## config.mk

```make
export PLATFORM = sky130hd
export DESIGN_NAME = pipeline_hazard_ctrl
export DESIGN_NICKNAME = d
export VERILOG_FILES = /design/src/rtl/mips_pipe_pkg.sv /design/src/rtl/sat_counter.sv /design/src/rtl/pipeline_hazard_ctrl.sv
export SDC_FILE = /design/constraint.sdc
export NUM_CORES = 1
export LEC_CHECK = 0
export CAP_MARGIN = 20
export CORE_MARGIN = 5
export CORE_UTILIZATION = 36
export DETAILED_ROUTE_END_ITERATION = 8
export GPL_ROUTABILITY_DRIVEN = 0
export HOLD_SLACK_MARGIN = 0.02
export PLACE_DENSITY = 0.71
export SYNTH_ARGS = -nofsm -noshare
export SYNTH_HDL_FRONTEND = slang
export SYNTH_HIERARCHICAL = 1
export SYNTH_SLANG_ARGS = --single-unit
```

## constraint.sdc

```tcl
create_clock -name clk -period 2.7 [get_ports clk]
set_clock_uncertainty 0.2 [all_clocks]
set_input_delay 0.675 -clock clk [delete_from_list [all_inputs] [get_ports clk]]
set_output_delay 0.675 -clock clk [all_outputs]
set_load 0.02 [all_outputs]
```

## src/rtl/mips_pipe_pkg.sv

```systemverilog
// Shared definitions for the MIPS pipeline control blocks: register-index width,
// controller state encoding and the bundle of pipeline-register controls.
package mips_pipe_pkg;

  localparam int REG_W = 5;
  localparam logic [REG_W-1:0] REG_ZERO = '0;

  typedef enum logic {
    ST_RUN      = 1'b0,
    ST_MEM_WAIT = 1'b1
  } pipe_state_e;

  typedef struct packed {
    logic pc_write;
    logic if_id_write;
    logic if_id_flush;
    logic id_ex_bubble;
    logic ex_mem_hold;
    logic mem_wb_bubble;
  } pipe_ctrl_t;

  localparam pipe_ctrl_t CTRL_RUN      = '{1'b1, 1'b1, 1'b0, 1'b0, 1'b0, 1'b0};
  localparam pipe_ctrl_t CTRL_RESET    = '{1'b0, 1'b0, 1'b1, 1'b1, 1'b0, 1'b1};
  localparam pipe_ctrl_t CTRL_MEM_BUSY = '{1'b0, 1'b0, 1'b0, 1'b0, 1'b1, 1'b1};
  localparam pipe_ctrl_t CTRL_REDIRECT = '{1'b1, 1'b1, 1'b1, 1'b1, 1'b0, 1'b0};
  localparam pipe_ctrl_t CTRL_LOAD_USE = '{1'b0, 1'b0, 1'b0, 1'b1, 1'b0, 1'b0};

  // $zero is never a real dependency: it reads as 0 regardless of the load.
  function automatic logic reg_hit(input logic [REG_W-1:0] dst,
                                   input logic [REG_W-1:0] src);
    return (dst != REG_ZERO) && (dst == src);
  endfunction

endpackage

```

## src/rtl/sat_counter.sv

```systemverilog
// Saturating up-counter: increments on inc, sticks at all-ones, async clear.
module sat_counter #(
  parameter int W = 16
) (
  input  logic         clk,
  input  logic         reset,
  input  logic         inc,
  output logic [W-1:0] q
);

  // NOTE: sequential state uses non-blocking assignments so every flop samples pre-edge values.
  always_ff @(posedge clk or posedge reset) begin
    if (reset) begin
      q <= '0;
    end else if (inc && (q != {W{1'b1}})) begin
      q <= q + W'(1);
    end
  end

endmodule

```

## src/rtl/pipeline_hazard_ctrl.sv

```systemverilog
// Hazard controller for a 5-stage pipeline: load-use stalls, EX redirects,
// data-memory wait stalls with a sticky watchdog, plus stall/flush counters.
module pipeline_hazard_ctrl
  import mips_pipe_pkg::*;
#(
  parameter int TIMEOUT = 255,
  parameter int CNT_W   = 16
) (
  input  logic             clk,
  input  logic             reset,
  input  logic [REG_W-1:0] id_rs,
  input  logic [REG_W-1:0] id_rt,
  input  logic             id_uses_rt,
  input  logic             ex_memread,
  input  logic [REG_W-1:0] ex_rt,
  input  logic             ex_redirect,
  input  logic             mem_req,
  input  logic             mem_ready,
  output logic             pc_write,
  output logic             if_id_write,
  output logic             if_id_flush,
  output logic             id_ex_bubble,
  output logic             ex_mem_hold,
  output logic             mem_wb_bubble,
  output logic             state,
  output logic             mem_timeout,
  output logic [CNT_W-1:0] stall_cnt,
  output logic [CNT_W-1:0] flush_cnt
);

  localparam int WAIT_W = (TIMEOUT < 2) ? 1 : $clog2(TIMEOUT + 1);
  localparam logic [WAIT_W-1:0] WAIT_MAX  = WAIT_W'(TIMEOUT);
  localparam logic [WAIT_W-1:0] WAIT_LAST = WAIT_W'(TIMEOUT - 1);

  pipe_state_e       r_state;
  logic [WAIT_W-1:0] r_wait_cnt;
  logic              r_timeout;

  logic       w_load_use;
  logic       w_mem_busy;
  pipe_ctrl_t w_ctrl;

  assign w_load_use = ex_memread &&
                      (reg_hit(ex_rt, id_rs) || (id_uses_rt && reg_hit(ex_rt, id_rt)));
  assign w_mem_busy = mem_req && !mem_ready;

  // A stalled MEM stage freezes EX, so any redirect or load-use there simply
  // re-presents itself once memory completes; no deferral state is needed.
  // NOTE: the default assignment first keeps this block free of inferred latches.
  always_comb begin
    w_ctrl = CTRL_RUN;
    if (reset) begin
      w_ctrl = CTRL_RESET;
    end else if (w_mem_busy) begin
      w_ctrl = CTRL_MEM_BUSY;
    end else if (ex_redirect) begin
      w_ctrl = CTRL_REDIRECT;
    end else if (w_load_use) begin
      w_ctrl = CTRL_LOAD_USE;
    end
  end

  assign pc_write      = w_ctrl.pc_write;
  assign if_id_write   = w_ctrl.if_id_write;
  assign if_id_flush   = w_ctrl.if_id_flush;
  assign id_ex_bubble  = w_ctrl.id_ex_bubble;
  assign ex_mem_hold   = w_ctrl.ex_mem_hold;
  assign mem_wb_bubble = w_ctrl.mem_wb_bubble;

  always_ff @(posedge clk or posedge reset) begin
    if (reset) begin
      r_state    <= ST_RUN;
      r_wait_cnt <= '0;
      r_timeout  <= 1'b0;
    end else begin
      case (r_state)
        ST_RUN: begin
          r_wait_cnt <= '0;
          if (w_mem_busy) r_state <= ST_MEM_WAIT;
        end
        ST_MEM_WAIT: begin
          if (!w_mem_busy) begin
            r_state    <= ST_RUN;
            r_wait_cnt <= '0;
          end else begin
            if (r_wait_cnt != WAIT_MAX) r_wait_cnt <= r_wait_cnt + WAIT_W'(1);
            if (r_wait_cnt >= WAIT_LAST) r_timeout <= 1'b1;
          end
        end
        default: begin
          r_state    <= ST_RUN;
          r_wait_cnt <= '0;
        end
      endcase
    end
  end

  assign state       = r_state;
  assign mem_timeout = r_timeout;

  logic w_stall_inc;
  logic w_flush_inc;
  assign w_stall_inc = !w_ctrl.pc_write;
  assign w_flush_inc = w_ctrl.if_id_flush;

  sat_counter #(.W(CNT_W)) u_stall_cnt (
    .clk   (clk),
    .reset (reset),
    .inc   (w_stall_inc),
    .q     (stall_cnt)
  );

  sat_counter #(.W(CNT_W)) u_flush_cnt (
    .clk   (clk),
    .reset (reset),
    .inc   (w_flush_inc),
    .q     (flush_cnt)
  );

endmodule

```

**Run 1: routed metal per tile**

Bar = 20 um. The die is cut into 18 by 18 equal tiles; white is low, dark blue is high, scaled to the fullest tile. Values are wire area over tile area, all layers added.
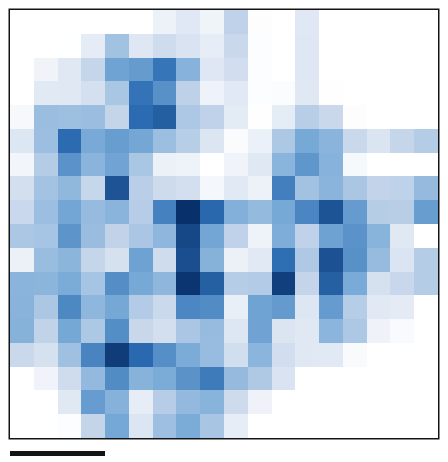
19% of the tiles are over half the peak. The mean over all tiles is 0.10. The emptiest ninth of the die: lower right. 25% of the tiles are nearly empty. The fullest tile reaches 0.38.
overall routing resource usage: 0.1396
per-cell routed wire length: 13.80 um
vias after detailed routing: 1,924

**Run 1: clock network drawn from the DEF**

Bar = 20 um.
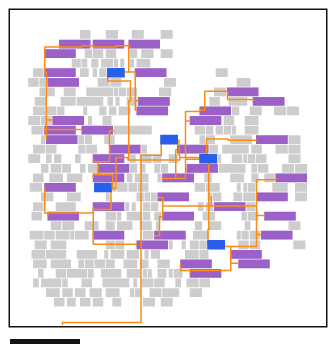
Key: purple = flip-flops [count 42]; blue = clock-net drivers [count 5]; orange = clock wires [length 562 um]
There are 6 routed clock nets.
clock group share of total power: 0.228
clock insertion delay at the later pin of the skew report: 0.30 ns
power in the clock group: 493 uW

==> Table 3: Implementation characteristics, run 1 <==
Physical implementation characteristics

Parameter                              Value

Synth
  Avg Inst Size Synth .................. 10.70 um2
  Top area cell types .................. dfrtp_1, xnor2_1, nand3_1
  Flops & latches, synth .................. 42
  Ys async rst share .................. 1.000
  XOR/XNOR Area Share .................. 0.1295
  Number of distinct library cells after synthesis .................. 43
  Syn Inst Count .................. 215
  Post-Synthesis Net Count .................. 241
  Ao+oa area frac .................. 0.07671
  Cell total in the yosys stat output .................. 215
  Sequential cell area fraction in the yosys report .................. 0.4570
  Dominant cell by count in the synthesized netlist .................. dfrtp_1
  Area share of fa/ha/maj cells after synthesis .................. 0.02176
  Most common flop cell mapped by yosys .................. dfrtp_1
  Total of warnings raised by yosys .................. 6
  Most instantiated cells after synthesis .................. dfrtp_1, xnor2_1, nand2_1, nand3_1, nor2_1
  Cell area after technology mapping .................. 2300 um2
  Top non-seq family .................. simple AND/OR/NAND/NOR gates
  EDFF count, synth .................. 0
  Most area-hungry cell type in the Yosys netlist .................. dfrtp_1
  Yosys synthesis chip area .................. 2300 um2
  Largest type area fraction .................. 0.4570
  Simple share .................. 0.2720
  Share of synthesized area spent on multiplexers .................. 0.02829

Setup path
  Reg2reg path depth .................. 5
  Crit path launch .................. id_rt[4]
  Worst Path Arrival .................. 1.88 ns
  Critical path class .................. input port to output pin
  Crit path launch type .................. input port
  Worst reg2reg path startpoint .................. u_flush_cnt/q[0]$_DFFE_PP0P_
  Endpoint of the worst setup timing path .................. if_id_write
  CP endpoint kind .................. output pin
  Endpoint of the worst-slack reg-to-reg timing path .................. u_flush_cnt/q[1]$_DFFE_PP0P_
  Largest fanout on the critical path .................. 3
  Required arrival time at the worst endpoint .................. 1.82 ns
  Flop-to-flop setup slack .................. 0.84 ns

Hold path
  Worst hold start .................. mem_timeout$_DFFE_PP0P_
  Type of the most critical hold path .................. flip-flop to flip-flop
  Terminating pin of the worst hold path .................. mem_timeout$_DFFE_PP0P_
  Hold Path Cell Cnt .................. 1

GRT
  Antenna violations before repair .................. 0
  Aggregate global routing overflow .................. 0
  Largest net degree at the start of global routing .................. 17
  Number of global-route vias before repair .................. 2,049
  Wire length of the first global-routing pass .................. 9.466 mm

Power
  Worst voltage drop across the vdd grid .................. 0.0005822 V
  Leakage .................. 1.500 nW
  Sequential-cell power consumption .................. 910 uW
  Internal Pwr Total .................. 1.405 mW
  Comb power frac .................. 0.350
  NetSw .................. 754.4 uW
  Register share of total power .................. 0.421
  Sw Ratio .................. 0.3494
  Largest Pwr Group .................. registers
  Power drawn by the combinational cells .................. 756 uW
  Total power per unit cell area .................. 635.9 nW/um2
  Total chip power .................. 2.159 mW

Layout
  Area growth from synthesis to layout .................. 47.66%
  Antenna fix cells .................. 0
  Number of filler instances in the final layout .................. 568
  Final design utilization .................. 0.5410
  Final net count .................. 331
  Comb gate area .................. 1341 um2
  Fraction of final layout cells sized beyond drive strength 1 .................. 0.2745
  Non-Filler Instances .................. 383
  Sequential cell area .................. 1051 um2

Clock network
  Number of buffers between clock root and the deepest sink .................. 2
  H-tree lvl count .................. 2
  CTS root buf .................. clkbuf_8
  Number of buffers created by CTS .................. 5
  Hold Buf Count CTS .................. 0
  TritonCTS clock tree .................. yes
  Clock slew at the register clock pins of the worst setup and hold paths .................. 0.08 ns

STA
  Minimum hold slack .................. 0.2890 ns
  Final Critical Period .................. 2.756 ns
  Final Hold Violation Tally .................. 0
  Minimum setup slack in the final design .................. -0.05608 ns
  Final number of max-transition violations .................. 0
  # setup viols final .................. 4
  Portion of the clock cycle consumed by the worst path in the final layout .................. 1.021
  Worst Tran Pin Value .................. 0.6351 ns
  Setup repair after global routing missed its margin .................. true
  Relative slew margins .................. 0.5761
  F_max .................. 362.8 MHz

Floorplan
  Boundary Pins .................. 62
  Chip area .................. 8087 um2
  FP Util .................. 0.3664
  Horiz. Die Dim .................. 89.93 um
  Number of standard-cell rows in the floorplan .................. 29
  Die y size .................. 89.93 um
  Core area .................. 6277 um2

Run status
  Run status .................. finished, violations left
  Violations in the final reports .................. negative setup slack

Placed design
  Count of placed standard cells including taps .................. 372
  Half-perimeter wire length of the detailed placement result .................. 4.012 mm
  Number of port buffers .................. 61

Run
  Tool warnings .................. 30
  Number of violations of the max-capacitance limit .................. 0

Routing
  Total wire length .................. 5.284 mm
  Vias per Instance .................. 5.023
  First drt pass iteration count .................. 4
  Residual DRC .................. 0
  Final antenna-violating net count .................. 0
  Number of DRC markers after the initial detailed-route iteration .................. 32
**Run 1: clock routing**

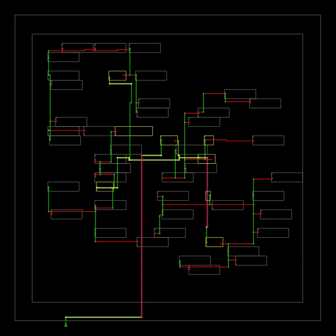
CTS Sinks: 42
Layout clock buffers: 6
sequential cells: 42

run 1: per-stage QoR:
step / cell area [um2] / TNS [ns] / worst slack (ns)
detailed placement: 3189 / -13.90 / -0.9180
CTS: 3309 / -0.1890 / -0.07490
floorplan: 2344 / -0.1130 / -0.06200
finish: 3396 / -0.1362 / -0.05608
global placement: 3189 / -12.42 / -0.8639
global route: 3396 / -0.8795 / -0.1418
run 1: cell usage in the layout (no fill, tap or decap), types with 5 or more instances in the layout:
cell / count
a21oi_1: 5
a31oi_1: 5
and3_1: 9
and4_1: 5
buf_4: 19
buf_6: 12
clkbuf_8: 5
clkdlybuf4s50_1: 40
dfrtp_1: 42
dlygate4sd2_1: 6
inv_1: 6
nand2_1: 16
nand3_1: 13
nand4_1: 11
nor2_1: 9
xnor2_1: 24
xor2_1: 6
run 1: worst max-delay path, stage by stage:
cell and delay (ns):
buf_6 0.09, xor2_2 0.16, nor4_2 0.31, a32oi_2 0.18, o31a_1 0.31, buf_6 0.15
run 1: state kept, by name, summed over array words and instances, names as in the netlist:
signal	count
r_wait_cnt	8
u_flush_cnt/q	16
mem_timeout	1
state	1
u_stall_cnt/q	16
run 1: cell type report:
type	count	area share
multi-input cells	165	0.3950
flip-flops and latches	42	0.3095
repair buffers	84	0.2270
well taps	77	0.02837
clock buffers	6	0.02137
clock inverters	2	0.01105
inverters	7	0.007738
run 1: metal layers:
metal | track usage | vias to the layer above | routed length, um
met2 | 0.2323 | 47 | 2596
met5 | 0 | - | 0
met3 | 0.03589 | 6 | 266
li1 | - | 964 | -
met4 | 0.06452 | 0 | 93
met1 | 0.1683 | 907 | 2328
run 1: what timing repair did:
item | 4_1_cts | 5_1_grt
gates resized | 73 | 23
setup endpoints to repair | 21 | 17
pin swaps | 18 | 7
setup buffers | 1 | 2
**Run 1: metal 3**

Cells faint in the background.
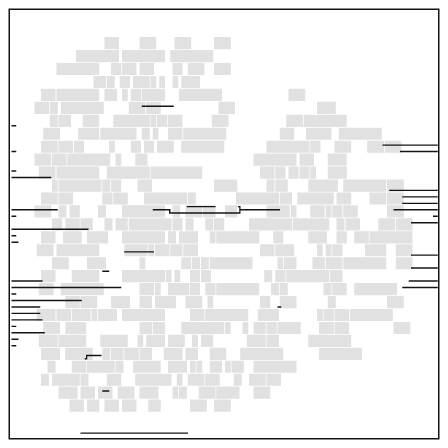

--- run 2 (diff from run 1) ---
==> constraint.sdc (replaced) <==
create_clock -name clk -period 3 [get_ports clk]
set_clock_uncertainty 0.2 [all_clocks]
set_input_delay 0.75 -clock clk [delete_from_list [all_inputs] [get_ports clk]]
set_output_delay 0.75 -clock clk [all_outputs]
set_load 0.02 [all_outputs]
**Run 2: metal 3**

Cells faint in the background.
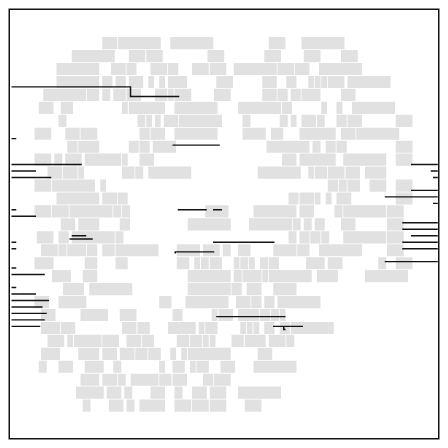
The wires run mostly horizontal. The layer holds 5.0% of the routed length. The longest straight run is 24.8 um. The layer carries 253 um of wire.
met3 demand-to-capacity share in global routing: 0.03673
vias after detailed routing: 1,943
total wire length: 5.099 mm

**Run 2: clock routing**

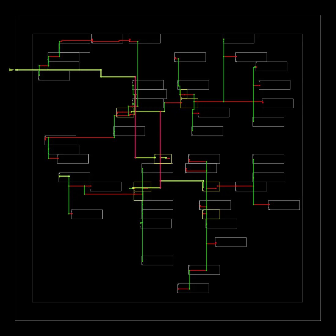
number of buffers created by CTS: 5
clock insertion delay at the later pin of the skew report: 0.29 ns
power in the clock group: 374 uW

**Run 2: routed metal per tile**

Bar = 20 um. The die is cut into 18 by 18 equal tiles; white is low, dark blue is high, scaled to the fullest tile. Values are wire area over tile area, all layers added.
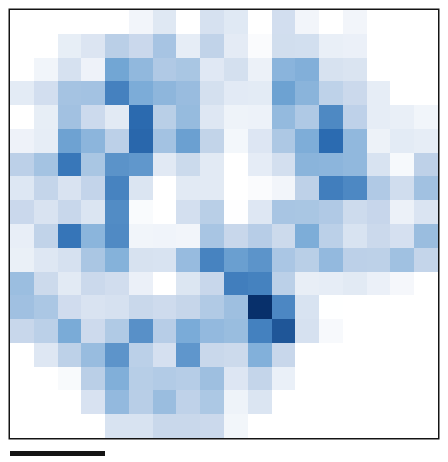
The mean over all tiles is 0.099. 24% of the tiles are nearly empty. The fullest tile reaches 0.45. 9.3% of the tiles are over half the peak. The emptiest ninth of the die: lower right.
overall routing resource usage: 0.1305
per-cell routed wire length: 13.49 um

==> run 2 against run 1 <==
The flow now finishes without violations; power fell by 14%; worst setup slack improved by 0.091 ns; via count rose by 0.99%; synthesized area did not move; non-clock buffer count fell by 5; first-iteration DRC count rose by 130%; clock-buffer cell count did not move; largest power group unchanged.
==> Table 3: Implementation characteristics, run 2 <==
Physical implementation characteristics

Parameter                              Value

Floorplan
  Core area .................. 6277 um2
  Die y size .................. 89.93 um
  Number of standard-cell rows in the floorplan .................. 29
  Chip area .................. 8087 um2
  Boundary Pins .................. 62
  FP Util .................. 0.3664
  Horiz. Die Dim .................. 89.93 um

Clock network
  CTS Sinks .................. 42
  CTS root buf .................. clkbuf_8
  TritonCTS clock tree .................. yes
  H-tree lvl count .................. 2
  Clock slew at the register clock pins of the worst setup and hold paths .................. 0.08 ns
  Number of buffers between clock root and the deepest sink .................. 2

Synth
  Total of warnings raised by yosys .................. 6
  Most common flop cell mapped by yosys .................. dfrtp_1
  EDFF count, synth .................. 0
  Number of distinct library cells after synthesis .................. 43
  Cell area after technology mapping .................. 2300 um2
  Post-Synthesis Net Count .................. 241
  Dominant cell by count in the synthesized netlist .................. dfrtp_1
  Syn Inst Count .................. 215
  Largest type area fraction .................. 0.4570
  Most instantiated cells after synthesis .................. dfrtp_1, xnor2_1, nand2_1, nand3_1, nor2_1
  Cell total in the yosys stat output .................. 215
  Sequential cell area fraction in the yosys report .................. 0.4570
  Avg Inst Size Synth .................. 10.70 um2
  Top area cell types .................. dfrtp_1, xnor2_1, nand3_1
  Yosys synthesis chip area .................. 2300 um2
  Flops & latches, synth .................. 42

Layout
  Fraction of final layout cells sized beyond drive strength 1 .................. 0.2326
  Area growth from synthesis to layout .................. 41.08%
  Sequential cell area .................. 1051 um2
  Most frequent cells in the layout .................. dfrtp_1, clkdlybuf4s50_1, xnor2_1, buf_4, nand2_1
  Antenna fix cells .................. 0
  Leading registers by flop count .................. u_flush_cnt/q x16, u_stall_cnt/q x16, r_wait_cnt x8
  Final net count .................. 326
  Comb gate area .................. 1264 um2
  Final design utilization .................. 0.5168
  Leading cell type in the layout, fill and taps excluded .................. dfrtp_1

Hold path
  Type of the most critical hold path .................. flip-flop to flip-flop
  Terminating pin of the worst hold path .................. mem_timeout$_DFFE_PP0P_
  Hold Path Cell Cnt .................. 1
  Worst hold start .................. mem_timeout$_DFFE_PP0P_

STA
  Worst Tran Pin Value .................. 0.6138 ns
  Setup repair after global routing missed its margin .................. true
  # setup viols final .................. 0
  Minimum hold slack .................. 0.2866 ns
  Portion of the clock cycle consumed by the worst path in the final layout .................. 0.9884
  F_max .................. 337.3 MHz
  Relative slew margins .................. 0.5904
  Minimum setup slack in the final design .................. 0.03491 ns
  Final Critical Period .................. 2.965 ns

Setup path
  Reg2reg path depth .................. 5
  Endpoint of the worst-slack reg-to-reg timing path .................. u_stall_cnt/q[1]$_DFFE_PP0P_
  Worst reg2reg path startpoint .................. u_stall_cnt/q[0]$_DFFE_PP0P_
  Cell seen most often among critical-path stages .................. buf_6
  Delay of the slowest cell on the worst path .................. 0.36 ns
  Critical path class .................. input port to output pin
  Flop-to-flop setup slack .................. 1.11 ns
  CP endpoint kind .................. output pin
  Ordered cell list for the critical path .................. buf_6 > xor2_2 > nor4_2 > a32oi_2 > o31a_1 > buf_6
  Endpoint of the worst setup timing path .................. pc_write
  Buffers and inverters on the worst path .................. 2
  Worst Path Arrival .................. 2.02 ns
  Crit. path cell count .................. 6
  Largest fanout on the critical path .................. 3
  Crit path launch type .................. input port
  Crit-path leading delay family .................. AND-OR/OR-AND gates
  Master of the slowest instance on the critical path .................. o31a_1
  Required arrival time at the worst endpoint .................. 2.05 ns

GRT
  Number of global-route vias before repair .................. 1,974
  Met1 capacity usage during global routing .................. 0.1696
  Wire length of the first global-routing pass .................. 9.101 mm
  GRT met2 Usage .................. 0.2159
  Largest net degree at the start of global routing .................. 17
  Aggregate global routing overflow .................. 0
  Antenna violations before repair .................. 0
  Busiest metal layer after global routing .................. met2

Run
  Tool warnings .................. 29
  Number of violations of the max-capacitance limit .................. 0

Power
  Worst voltage drop across the vdd grid .................. 0.0005529 V
  Leakage .................. 1.463 nW
  Total power per unit cell area .................. 569.6 nW/um2

Routing
  Residual DRC .................. 0
  Number of DRC markers after the initial detailed-route iteration .................. 74
  Final antenna-violating net count .................. 0
  Vias per Instance .................. 5.140

Placed design
  Number of port buffers .................. 61
  Setup slack at placement .................. -0.7563 ns
  Half-perimeter wire length of the detailed placement result .................. 3.878 mm

Run status
  Run status .................. completed
## run 2: cell types whose count changed in the layout (fill, tap and decap cells not counted), sizes merged
| cell | before | now |
|---|---|---|
| clkinv | 0 | 1 |
| bufinv | 1 | 0 |
| clkbuf | 8 | 9 |
| dlymetal6s2s | 0 | 1 |
| buf | 35 | 29 |
| clkdlybuf4s15 | 1 | 0 |
## run 2: area by class of cell
cell class,instances,area share
Multi-Input combinational cell,165,0.3895
Timing Repair Buffer,79,0.2194
Clock buffer,6,0.02545
Inverter,7,0.008099
Sequential cell,42,0.3239
Clock inverter,2,0.003857
Tap cell,77,0.02970
## run 2: stage by stage
stage                     power, mW  area (um2)   TNS [ns]  instances
final                         1.848        3244          0        378
after detailed placement      1.485        3119     -7.599        368
after CTS                     1.864        3214  -0.009341        376
after global routing          1.978        3244   -0.02989        378
after floorplan               1.155        2300          0        215
after global placement        1.471        3119     -6.801        368
## run 2: per-layer routing
layer  vias to the layer above  part of all wire
met4                         0            0.0090
met3                         6             0.050
met5                         -                 0
met1                       936              0.45
li1                        957                 -
met2                        44              0.49
## run 2: logic make-up after synthesis
family          share of synthesized area
simple gates                       0.2720
xor+xnor                           0.1295
fa+ha+maj                         0.02176
mux                               0.02829
compound gates                    0.07672
flops                              0.4570
buf+inv                           0.01469
## run 2: power breakdown
| part | switching (mW) | leakage (nW) | internal [mW] |
|---|---|---|---|
| combinational | 0.319 | 0.858 | 0.338 |
| sequential | 0.154 | 0.558 | 0.664 |
| clock | 0.189 | 0.0472 | 0.185 |
| total | 0.662 | 1.46 | 1.19 |
## run 2: what timing repair did
| action | CTS | global route |
|---|---|---|
| endpoints found under the setup margin | 17 | 6 |
| setup buffers | 0 | 2 |
| pin swaps | 9 | 8 |
| resized | 54 | 25 |
| hold buffers | 0 | 0 |
**Run 2: zoomed window**

Window x 25 to 65, y 25 to 65 um. Cells in grey, sequential cells in the stronger grey; small squares are vias.
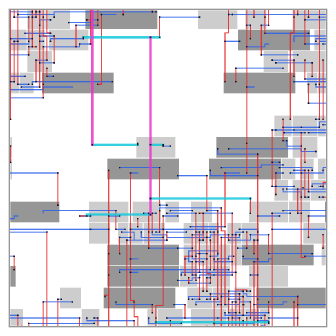

--- run 3 (diff from run 2) ---
--- a/config.mk
+++ b/config.mk
@@ -5,9 +5,10 @@
 export SDC_FILE = /design/constraint.sdc
 export NUM_CORES = 1
 export LEC_CHECK = 0
-export CAP_MARGIN = 20
+export CORE_ASPECT_RATIO = 1.5
 export CORE_MARGIN = 5
 export CORE_UTILIZATION = 36
+export CTS_BUF_LIST = sky130_fd_sc_hd__clkbuf_16
 export DETAILED_ROUTE_END_ITERATION = 8
 export GPL_ROUTABILITY_DRIVEN = 0
 export HOLD_SLACK_MARGIN = 0.02
**Run 3: zoomed window**

Window x 18 to 58, y 34 to 74 um. Cells in grey, sequential cells in the stronger grey; small squares are vias.
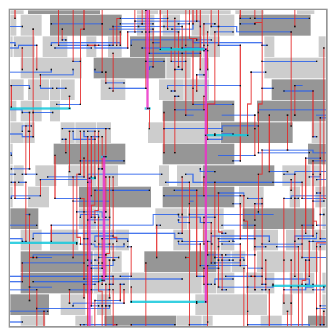
Key: blue = M1; cyan = M3; red = M2; magenta = M4
95 logic cells have their middle in the window. Netlist names of flops here include u_stall_cnt/q (7), u_flush_cnt/q (6), r_wait_cnt (5). Sequential cells in the window: 19. Most frequent: dfrtp_1 (19), xnor2_1 (11).

**Run 3: metal 3**

Cells faint in the background.
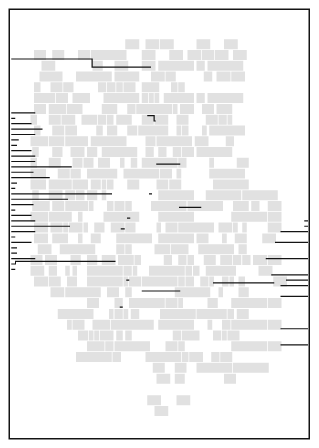
The layer carries 337 um of wire. The longest straight run is 25.1 um. 47 nets have wire on it. The layer holds 6.2% of the routed length.
vias after detailed routing: 1,986
total wire length: 5.397 mm
met3 demand-to-capacity share in global routing: 0.03925

==> run 3 against run 2 <==
The flow now finishes with violations (negative setup slack); die size rose by 0.41%; routed wire length up 5.8%; combinational power grew 2%; sequential power up 0.9%; first-iteration DRC count rose by 2.7%; clock power up 62%; maximum frequency decreased by 3.2%; sequential share of layout area is 1.2 points lower; sequential cell count did not move; global-route usage is 1.1 points higher; final area rose by 3.9%; critical endpoint is now id_ex_bubble; largest cell class unchanged; largest power group unchanged.
==> Table 3: Implementation characteristics, run 3 <==
Physical implementation characteristics

Parameter                              Value

Setup path
  Ordered cell list for the critical path .................. buf_8 > xor2_2 > nor4_2 > a32oi_2 > buf_4 > o311ai_2 > buf_4
  Delay of the slowest cell on the worst path .................. 0.33 ns
  Master of the slowest instance on the critical path .................. nor4_2
  Crit-path leading delay family .................. buffers and inverters
  Required arrival time at the worst endpoint .................. 2.05 ns
  Largest fanout on the critical path .................. 3
  Crit path launch type .................. input port
  Critical path class .................. input port to output pin
  Buffers and inverters on the worst path .................. 3
  CP endpoint kind .................. output pin
  Worst Path Arrival .................. 2.11 ns
  Cell seen most often among critical-path stages .................. buf_4

Power
  Register share of total power .................. 0.393
  Total power per unit cell area .................. 622.6 nW/um2
  Worst voltage drop across the vdd grid .................. 0.0002573 V
  Leakage .................. 1.524 nW
  Power drawn by the combinational cells .................. 669 uW
  Comb power frac .................. 0.319
  Sequential-cell power consumption .................. 824 uW
  Internal Pwr Total .................. 1.401 mW
  Sw Ratio .................. 0.3327
  NetSw .................. 698.1 uW
  Largest Pwr Group .................. registers
  Total chip power .................. 2.099 mW

Synth
  Cell area after technology mapping .................. 2300 um2
  EDFF count, synth .................. 0
  Dominant cell by count in the synthesized netlist .................. dfrtp_1
  Number of distinct library cells after synthesis .................. 43
  Cell total in the yosys stat output .................. 215
  Largest type area fraction .................. 0.4570
  Post-Synthesis Net Count .................. 241
  Most common flop cell mapped by yosys .................. dfrtp_1
  Total of warnings raised by yosys .................. 6
  Most instantiated cells after synthesis .................. dfrtp_1, xnor2_1, nand2_1, nand3_1, nor2_1
  Top area cell types .................. dfrtp_1, xnor2_1, nand3_1
  Flops & latches, synth .................. 42
  Sequential cell area fraction in the yosys report .................. 0.4570
  Avg Inst Size Synth .................. 10.70 um2
  Ys async rst share .................. 1.000
  Most area-hungry cell type in the Yosys netlist .................. dfrtp_1
  Syn Inst Count .................. 215
  Yosys synthesis chip area .................. 2300 um2

Clock network
  H-tree lvl count .................. 2
  CTS Sinks .................. 42
  TritonCTS clock tree .................. yes
  Number of buffers between clock root and the deepest sink .................. 2
  Clock slew at the register clock pins of the worst setup and hold paths .................. 0.06 ns
  Number of buffers created by CTS .................. 5
  Hold Buf Count CTS .................. 0
  CTS root buf .................. clkbuf_16
  Buffer count from post-CTS setup fixing .................. 0
  CTS resizes .................. 54
  Clock insertion delay at the later pin of the skew report .................. 0.28 ns

STA
  Relative slew margins .................. 0.5820
  Minimum hold slack .................. 0.2833 ns
  Portion of the clock cycle consumed by the worst path in the final layout .................. 1.021
  # setup viols final .................. 1
  Final Hold Violation Tally .................. 0
  Final number of max-transition violations .................. 0
  Worst Tran Pin Value .................. 0.6262 ns
  Final Critical Period .................. 3.064 ns
  Setup repair after global routing missed its margin .................. true
  Minimum setup slack in the final design .................. -0.06358 ns
  F_max .................. 326.4 MHz
  Total negative slack .................. -0.06358 ns

Floorplan
  Chip area .................. 8119 um2
  Number of standard-cell rows in the floorplan .................. 35
  Die y size .................. 107.9 um
  FP Util .................. 0.3724
  Horiz. Die Dim .................. 75.26 um
  Boundary Pins .................. 62
  Core area .................. 6175 um2

Run status
  Violations in the final reports .................. negative setup slack
  Run status .................. finished, violations left

Routing
  Per-cell routed wire length .................. 14.32 um
  Vias per Instance .................. 5.268
  Residual DRC .................. 0
  First drt pass iteration count .................. 4
  Number of DRC markers after the initial detailed-route iteration .................. 76
  Final antenna-violating net count .................. 0

GRT
  Wire length of the first global-routing pass .................. 9.094 mm
  Number of global-route vias before repair .................. 2,069
  Overall routing resource usage .................. 0.1411
  Largest net degree at the start of global routing .................. 17
  Aggregate global routing overflow .................. 0
  Antenna violations before repair .................. 0

Layout
  Most frequent cells in the layout .................. dfrtp_1, clkdlybuf4s50_1, xnor2_1, nand2_1, buf_4
  Fraction of final layout cells sized beyond drive strength 1 .................. 0.2310
  Non-Filler Instances .................. 377
  Antenna fix cells .................. 0
  Number of filler instances in the final layout .................. 555
  Final design utilization .................. 0.5459
  Leading cell type in the layout, fill and taps excluded .................. dfrtp_1
  Leading registers by flop count .................. u_flush_cnt/q x16, u_stall_cnt/q x16, r_wait_cnt x8
  Final standard cell area without fillers .................. 3371 um2
  Final net count .................. 328
  Area growth from synthesis to layout .................. 46.57%

Placed design
  Setup slack at placement .................. -0.7586 ns
  Half-perimeter wire length of the detailed placement result .................. 4.133 mm
  Total cell area at the placement stage .................. 3131 um2
  Count of placed standard cells including taps .................. 367
  Number of port buffers .................. 61

Run
  Tool warnings .................. 29
  Number of violations of the max-capacitance limit .................. 0

Hold path
  Type of the most critical hold path .................. flip-flop to flip-flop
**Run 3: clock network drawn from the DEF**

Bar = 20 um.
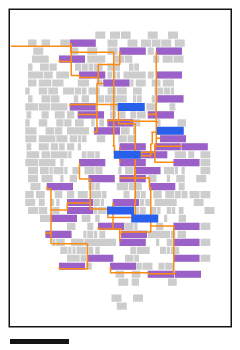
Key: orange = clock wires [length 555 um]; blue = clock-net drivers [count 5]; purple = flip-flops [count 42]
There are 6 routed clock nets.
clock group share of total power: 0.288
power in the clock group: 605 uW

## run 3: cell count changes in the layout (fill, tap and decap cells not counted), sizes merged
cell,change
clkdlybuf4s50,+1
dlymetal6s2s,+2
clkinv,-1
bufinv,+1
buf,-2
inv,+1
clkdlybuf4s15,+1
dlygate4sd2,-1
## run 3: final cells by class
class,instances,area [um2],share of cell area
multi-input cells,165,1287,0.3820
flip-flops and latches,42,1051,0.3118
repair buffers,81,747.0,0.2216
clock buffers,5,125.1,0.03712
well taps,74,92.59,0.02747
clock inverters,3,41.29,0.01225
inverters,7,26.28,0.007795
## run 3: metal layers
layer | global-route usage | up-vias | wire, um
li1 | - | 961 | -
met1 | 0.1575 | 961 | 2077
met2 | 0.2494 | 55 | 2884
met3 | 0.03925 | 9 | 336
met4 | 0.04875 | 0 | 99
met5 | 0 | - | 0
## run 3: cells by family after synthesis
group | count (synthesis) | share of synthesized area
AND/OR/NAND/NOR | 97 | 0.2720
flip-flops | 42 | 0.4570
XOR/XNOR | 34 | 0.1295
AND-OR/OR-AND | 24 | 0.07672
buffers and inverters | 8 | 0.01469
multiplexers | 6 | 0.02829
adder cells (fa/ha/maj) | 4 | 0.02176
## run 3: final timing paths
check,startpoint,endpoint,slack [ns],depth (start not counted)
setup / recovery,ex_rt[4],id_ex_bubble,-0.06,7
max in group asynchronous,reset,u_stall_cnt/q[12]$_DFFE_PP0P_,1.32,3
setup reg to reg,u_stall_cnt/q[0]$_DFFE_PP0P_,u_stall_cnt/q[1]$_DFFE_PP0P_,1.07,5
hold reg to reg,mem_timeout$_DFFE_PP0P_,mem_timeout$_DFFE_PP0P_,0.28,1
hold / removal,mem_timeout$_DFFE_PP0P_,mem_timeout$_DFFE_PP0P_,0.28,1
min in group asynchronous,reset,r_wait_cnt[2]$_DFFE_PP0P_,0.73,3
No activity file was given, so power comes from the tool's default toggle rates.
